==> config.mk <==
export PLATFORM = sky130hd
export DESIGN_NAME = int_vctl
export DESIGN_NICKNAME = d
export VERILOG_FILES = /design/src/rtl/int_vctl.sv
export SDC_FILE = /design/constraint.sdc
export NUM_CORES = 1
export LEC_CHECK = 0
export ABC_AREA = 1
export CAP_MARGIN = 20
export CORE_MARGIN = 3
export CORE_UTILIZATION = 43
export DETAILED_ROUTE_END_ITERATION = 6
export GPL_ROUTABILITY_DRIVEN = 0
export PLACE_DENSITY = 0.72
export SLEW_MARGIN = 40
export SYNTH_ARGS = -nofsm -noshare
export SYNTH_HDL_FRONTEND = slang
export SYNTH_SLANG_ARGS = --single-unit
==> constraint.sdc <==
create_clock -name clk4 -period 0.9 [get_ports clk4]
set_input_delay 0.09 -clock clk4 [delete_from_list [all_inputs] [get_ports clk4]]
set_output_delay 0.09 -clock clk4 [all_outputs]
set_load 0.02 [all_outputs]
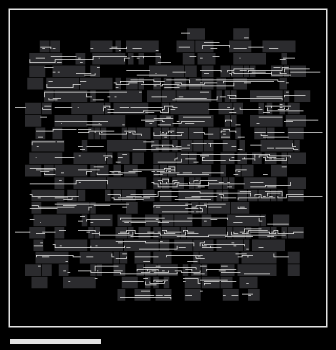
Figure 1: run 1, M1 wires.
The bar under the picture is 20 um long.
The layer holds 44% of the routed length. The longest straight run is 19.3 um. The layer carries 1,530 um of wire. The wires run mostly horizontal. 252 nets have wire on it.
DRT Wirelength: 3496 um
via count: 1,430
routing usage on met1: 18.70%

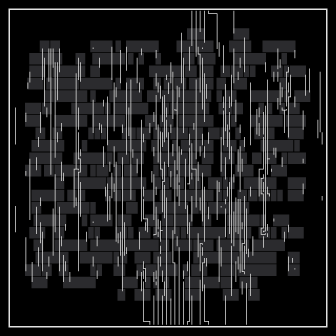
Figure 2: run 1, signal wires on met2.
The layer holds 50% of the routed length. The longest straight run is 29.2 um. The layer carries 1,750 um of wire.
grt met2 use: 26.59%

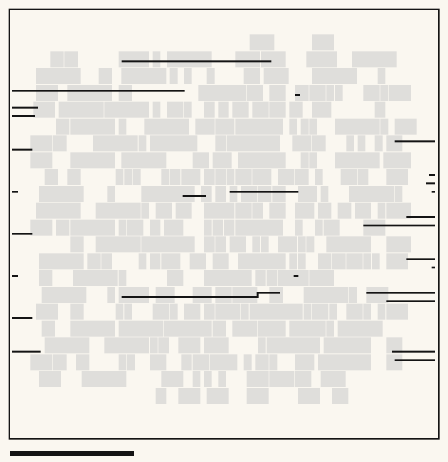
Figure 3: run 1, met3 routing.
The bar under the picture is 20 um long.
The layer carries 174 um of wire. 22 nets have wire on it. The layer holds 5.0% of the routed length. The longest straight run is 27.6 um. The wires run mostly horizontal.
GRT met3 Usage: 6.414%

==> run summary, run 1 <==
run results: Req. time, crit path=1.10 ns, vias in the first global route=1,375, pwr dens=1591 nW/um^2, Post-synth regs=47, DR WL/cell=11.17 um, Core Rows=22, top cells, area=dfxtp_1 55%, nand2_1 9.8%, or2_2 5.8%, inv_1 5.3%, o21ai_2 5.1%, Synth top cell by count=dfxtp_1, clk_lat worst skew=0.31 ns, Finished Layout Cells=roughly 310, Synth Flop Type=dfxtp_1, all-layer global routing usage=15.98%, first-pass GRT wire length=6113 um, final hold violation count=0, worst hold stages=3, Floorplan Nets=224, placed insts=~300, Num CTS Buffers=5, CTS Sinks=47, initial antenna violation count=0, Fin Clk Skew=0.006424 ns, Final Util=66.88%, Static Leak=approximately 1.1 nW, Post-synth top cells=47 x dfxtp_1, 45 x nand2_1, 24 x inv_1, Startpoint Class=register, Post-synth seq share=between 50% and 60%, FF-to-FF setup slack=-0.24 ns, DRT iter0 DRCs=29, Clk pin slew, worst setup/hold paths=0.08 ns, Worst-Margin Slew=0.2674 ns, worst setup margin=-0.2399 ns, height of the die=69.16 um, largest net degree at the start of global routing=17, global route total overflow=0, ys cells=198, worst-path maximum fanout=4, die width=between 60 and 70 um, Post-Syn Instances=198, CTS tree=done, Post-Syn Area=between 1500 and 2000 um^2, mean post-synth cell area=8.664 um^2, htree depth=2, Starting Density=45.82%, Peak supply drop=1.158 mV, overall power=3.985 mW, EDFF count, synth=0, # IOs=between 40 and 50, nets@finish=about 290, Core Footprint=between 3000 and 4000 um^2, Layout area overhead=45.95%, layout cells sized above 1=42.64%, failing checks=negative setup slack, Max Cap Violations=0, Antenna diodes=0, IO buf count=between 40 and 50, iteration tally of the first detailed-router pass=4, Synth async-reset ratio=0%, max_slew headroom=82.07%, Setup crit end kind=register, number of routed nets with antenna violations=0, Hold Path Class=input pin to register, RSZ-0062 raised after global routing=yes, DRC errors left=0, cell taking the most area after synthesis=dfxtp_1, minimum clock period=1.140 ns, Clock Tree Buf Depth=2, DP HPWL=2457 um, Fmax achieved=877.3 MHz, Crit Path Category=register to register, vias per cell=4.569, max-slew violations=0, crit path DAT=~1.3 ns, status=finished with violations, chip area=4783 um^2, Log Warnings=29, area share, top type=54.85%, Unique cell types=24, clock root cell=clkbuf_8, number of warning messages in the yosys log=0, Yosys chip area=1715 um^2, worst r2r path cells=8, final setup vio count=17, flip-flop count of the largest register after layout=16, fin crit share=126.7%
run 1: layout by cell type (no fill, tap or decap), types with 2 or more instances in the layout:
cell type,count
nand2_1,38
dfxtp_1,32
buf_4,26
clkdlybuf4s50_1,23
inv_1,21
or2_2,16
o21ai_2,11
buf_6,11
nand3_1,10
a21oi_1,9
dfxtp_2,9
nand2_2,8
o211ai_1,7
nor2_1,6
dfxtp_4,6
clkbuf_8,5
clkinvlp_4,4
inv_4,2
a31oi_1,2
inv_2,2
o21ai_1,2
inv_6,2
run 1: cell type report:
type | count | area, um^2
Fill cell | 344 | 1240
Sequential cell | 47 | 974.7
Multi-Input combinational cell | 118 | 676.9
Timing Repair Buffer | 62 | 566.8
Inverter | 27 | 113.9
Clock buffer | 5 | 68.82
Tap cell | 48 | 60.06
Clock inverter | 3 | 22.52
Timing Repair inverter | 3 | 20.02
run 1: logic make-up (layout without fill, tap and decap cells):
logic type | Yosys count | in the layout | synth area share [%]
and+or+nand+nor | 84 | 84 | 23.41
DFF | 47 | 47 | 54.85
AOI/OAI and AO/OA | 34 | 34 | 13.86
buffers and inverters | 33 | 100 | 7.878
run 1: routing by layer:
metal	track usage [%]	vias to the layer above	routed length [um]
met1	18.70	641	1526
met2	26.59	28	1748
met3	6.414	5	174
met5	0	-	0
met4	5.206	0	46
li1	-	756	-
run 1: critical path: stages, from the launching register on:
cell and delay, ns:
dfxtp_4 0.36, inv_4 0.06, nand2_4 0.04, nor3_4 0.16, o21ai_2 0.09, nand2_2 0.11
inv_2 0.05, o22ai_2 0.12, inv_2 0.04
run 1: through the flow:
stage	setup TNS [ns]	setup WS (ns)	area (um^2)	hold WS [ns]
2_1_floorplan	-2.018	-0.1838	1755	0.1966
3_3_place_gp	-15.51	-0.4438	2330	0.3942
3_5_place_dp	-16.16	-0.4693	2330	0.3991
4_1_cts	-2.867	-0.2515	2437	0.3335
5_1_grt	-4.050	-0.3280	2504	0.1694
6_report	-2.921	-0.2399	2504	0.1607
run 1: timing repair:
action                     in CTS  in global routing
pin swaps                       1                  2
setup buffers                   1                  3
resized                        90                 22
hold buffers                    0                  0
gates cloned                    2                  1
hold endpoints to repair        0                  0
setup endpoints to repair      46                 47
run 1: power by group:
group	switching (mW)	total, mW	internal (mW)
logic	0.218	0.487	0.269
clock network	0.726	1.29	0.561
registers	0.0457	2.21	2.16
## Run 2: what changed since run 1
- CORE_UTILIZATION: 43 -> 48
- CTS_CLUSTER_SIZE: unset -> 14
- PLACE_DENSITY: 0.72 -> 0.76
- clock period: 0.9 -> 1.3 ns (I/O delays scaled with it)
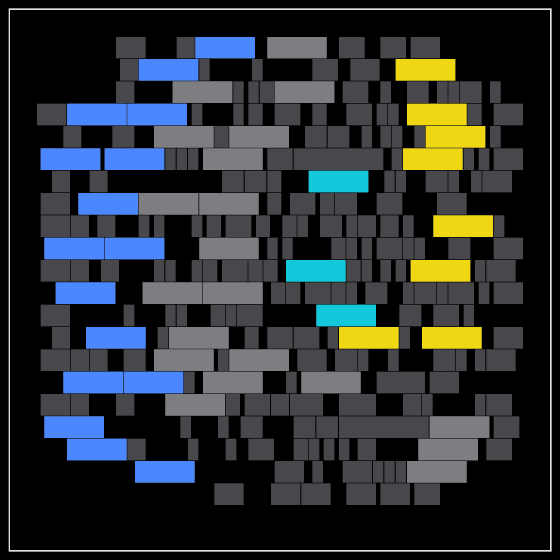
Figure 4: run 2, register map, names as in the netlist.
Other sequential cells in the stronger gray, the rest of the logic in the fainter gray.
Key: cyan = vector [sequential cells 3]; blue = sync_q [sequential cells 16]; yellow = mask [sequential cells 8]
Sequential Area: 940.9 um^2
Final Util: 67.33%
sequential fraction of total cell area: 41.23%

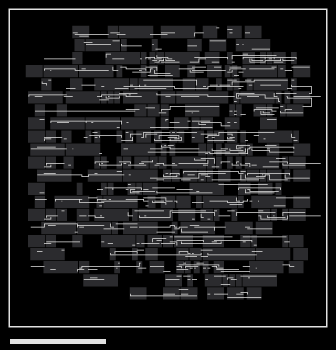
Figure 5: run 2, M1 wires.
The bar under the picture is 20 um long.
The layer carries 1,390 um of wire. 239 nets have wire on it. The layer holds 46% of the routed length.
routing usage on met1: 16.93%
via count: 1,331
DRT Wirelength: 3024 um

==> run 2 against run 1 <==
Effect of this change: the flow now finishes without violations; cell area fell by 8.8%; critical path depth fell by 7; clock-buffer cell count rose by 1; core utilization rose by 0.45 points; final cell count fell by 6.4%; register-to-register slack improved by 0.36 ns; via count fell by 6.9%; area after synthesis did not move; critical path type is now register to primary output; critical endpoint is now fsm_state[1]; largest cell class unchanged; highest routed layer unchanged.
==> run summary, run 2 <==
run results: DR WL/cell=10.32 um (was 11.17 um), Fmax achieved=803.2 MHz, CTS tree=done (unchanged), clk_lat worst skew=0.35 ns (was 0.31 ns), worst setup margin=0.05503 ns (was -0.2399 ns), all-layer global routing usage=15.37% (was 15.98%), Post-synth seq share=54.85% (unchanged), most frequent cells in the layout=47 x dfxtp_1, 45 x nand2_1, 25 x clkdlybuf4s50_1, 24 x inv_1, 16 x or2_2 (was 38 x nand2_1, 32 x dfxtp_1, 26 x buf_4, 23 x clkdlybuf4s50_1, 21 x inv_1), largest net degree at the start of global routing=21 (was 17), first-pass GRT wire length=5057 um (was 6113 um), Worst-Margin Slew=0.4350 ns (was 0.2674 ns), max_slew headroom=70.97% (was 82.07%), Final TNS setup=0 ns (was -2.921 ns), FF-to-FF setup slack=0.12 ns (was -0.24 ns), Layout area overhead=33.04% (was 45.95%), number of routed nets with antenna violations=0 (unchanged), Log Warnings=26 (was 29), Static Leak=1.035 nW (was 1.113 nW), Post-synth top cells=47 x dfxtp_1, 45 x nand2_1, 24 x inv_1 (unchanged), Synth top cell by count=dfxtp_1 (unchanged), clock root cell=clkbuf_4 (was clkbuf_8), Clock Tree Buf Depth=2 (unchanged), Max Cap Violations=0 (unchanged), Core Rows=21 (was 22), crit path cell chain=clkdlybuf4s15_1 (was inv_4, nand2_4, nor3_4, o21ai_2, nand2_2, inv_2, o22ai_2, inv_2), Comb pwr share=9.7% (was 12.2%), DRT iter0 DRCs=26 (was 29), Synth async-reset ratio=0% (unchanged), Antenna diodes=0 (unchanged), final setup vio count=0 (was 17), most numerous logic cell after layout=dfxtp_1 (was nand2_1), Pint=2.252 mW (was 2.995 mW), Finished Layout Cells=293 (was 313), DP HPWL=2213 um (was 2457 um), EDFF count, synth=0 (unchanged), worst r2r path cells=8 (unchanged), status=finished clean (was finished with violations), placed insts=285 (was 299), vias per cell=4.543 (was 4.569), Crit Path Category=register to primary output (was register to register), iteration tally of the first detailed-router pass=5 (was 4), Post-synth regs=47 (unchanged), DRC errors left=0 (unchanged), Worst path top cell family by delay=flip-flops (unchanged), combinational gate area=643.1 um^2 (was 676.9 um^2), flip-flop count of the largest register after layout=16 (unchanged), clock group share of total power=36.4% (was 32.3%), initial antenna violation count=0 (unchanged), critical path buffer and inverter count=1 (was 3), Peak supply drop=0.8924 mV (was 1.158 mV), layout cells sized above 1=20.24% (was 42.64%), WL met1=1385 um (was 1526 um), Routed met2 length=1412 um (was 1748 um), Req. time, crit path=1.17 ns (was 1.10 ns), cell taking the most area after synthesis=dfxtp_1 (unchanged), pwr dens=1245 nW/um^2 (was 1591 nW/um^2), Place WS=-0.07753 ns (was -0.4693 ns), Floorplan Nets=224 (unchanged), Yosys chip area=1715 um^2 (unchanged), switch share=20.75% (was 24.84%), Fin Clk Skew=0.003475 ns (was 0.006424 ns), final hold violation count=0 (unchanged), worst hold stages=2 (was 3), Psw=589.6 uW (was 989.7 uW), Largest stage delay, worst path=0.43 ns (was 0.36 ns), Num CTS Buffers=5 (unchanged), number of warning messages in the yosys log=0 (unchanged), top cells, area=dfxtp_1 55%, nand2_1 9.8%, or2_2 5.8%, inv_1 5.3%, o21ai_2 5.1% (unchanged), Core Footprint=3390 um^2 (was 3744 um^2), Post-Syn Instances=198 (unchanged), Seq pwr share=53.9% (was 55.5%), cell depth of the worst setup path=1 (was 8), fin crit share=95.77%, Clk pin slew, worst setup/hold paths=0.12 ns (was 0.08 ns), IO buf count=41 (unchanged), CTS Sinks=47 (unchanged), worst-path maximum fanout=3 (was 4), minimum clock period=1.245 ns
run 2: cell counts after synthesis:
No cell type changed its count.
run 2: per-stage QoR:
step / hold WS, ns / util [%] / total power, mW / instance area (um^2)
after floorplan: 0.2366 / - / 1.708 / 1715
after global placement: 0.3942 / 64.82 / 1.850 / 2197
after detailed placement: 0.3977 / 64.82 / 1.855 / 2197
after CTS: 0.3108 / 67.26 / 2.878 / 2280
after global routing: 0.3028 / 67.33 / 2.975 / 2282
final: 0.3354 / 67.33 / 2.842 / 2282
run 2: area by class of cell:
class,instances,area share (%)
flip-flops and latches,47,41.23
multi-input cells,118,28.18
repair buffers,47,19.08
inverters,27,4.550
clock inverters,2,2.632
well taps,46,2.522
clock buffers,6,1.809
run 2: repair_timing:
action                     4_1_cts  5_1_grt
gates resized                   17        5
buffers inserted                 0        0
setup endpoints to repair       16        5
run 2: logic make-up (layout without fill, tap and decap cells):
family,after synthesis,in the layout,synth area share [%]
compound gates,34,34,13.86
buf+inv,33,82,7.878
flops,47,47,54.85
simple gates,84,84,23.41
run 2: routing by layer:
layer / global-route usage [%] / vias to the layer above
li1: - / 720
met1: 16.93 / 577
met2: 26.91 / 29
met3: 6.122 / 5
met4: 4.663 / 0
met5: 0 / -
run 2: power by group through the flow:
stage / Sequential [mW] / Clock [mW] / Combinational, mW
after floorplan: 1.58 / 0 / 0.125
after global placement: 1.56 / 0 / 0.286
after detailed placement: 1.57 / 0 / 0.289
after CTS: 1.53 / 1.07 / 0.279
after global routing: 1.54 / 1.13 / 0.308
final: 1.53 / 1.03 / 0.276
No activity file was given, so power comes from the tool's default toggle rates.
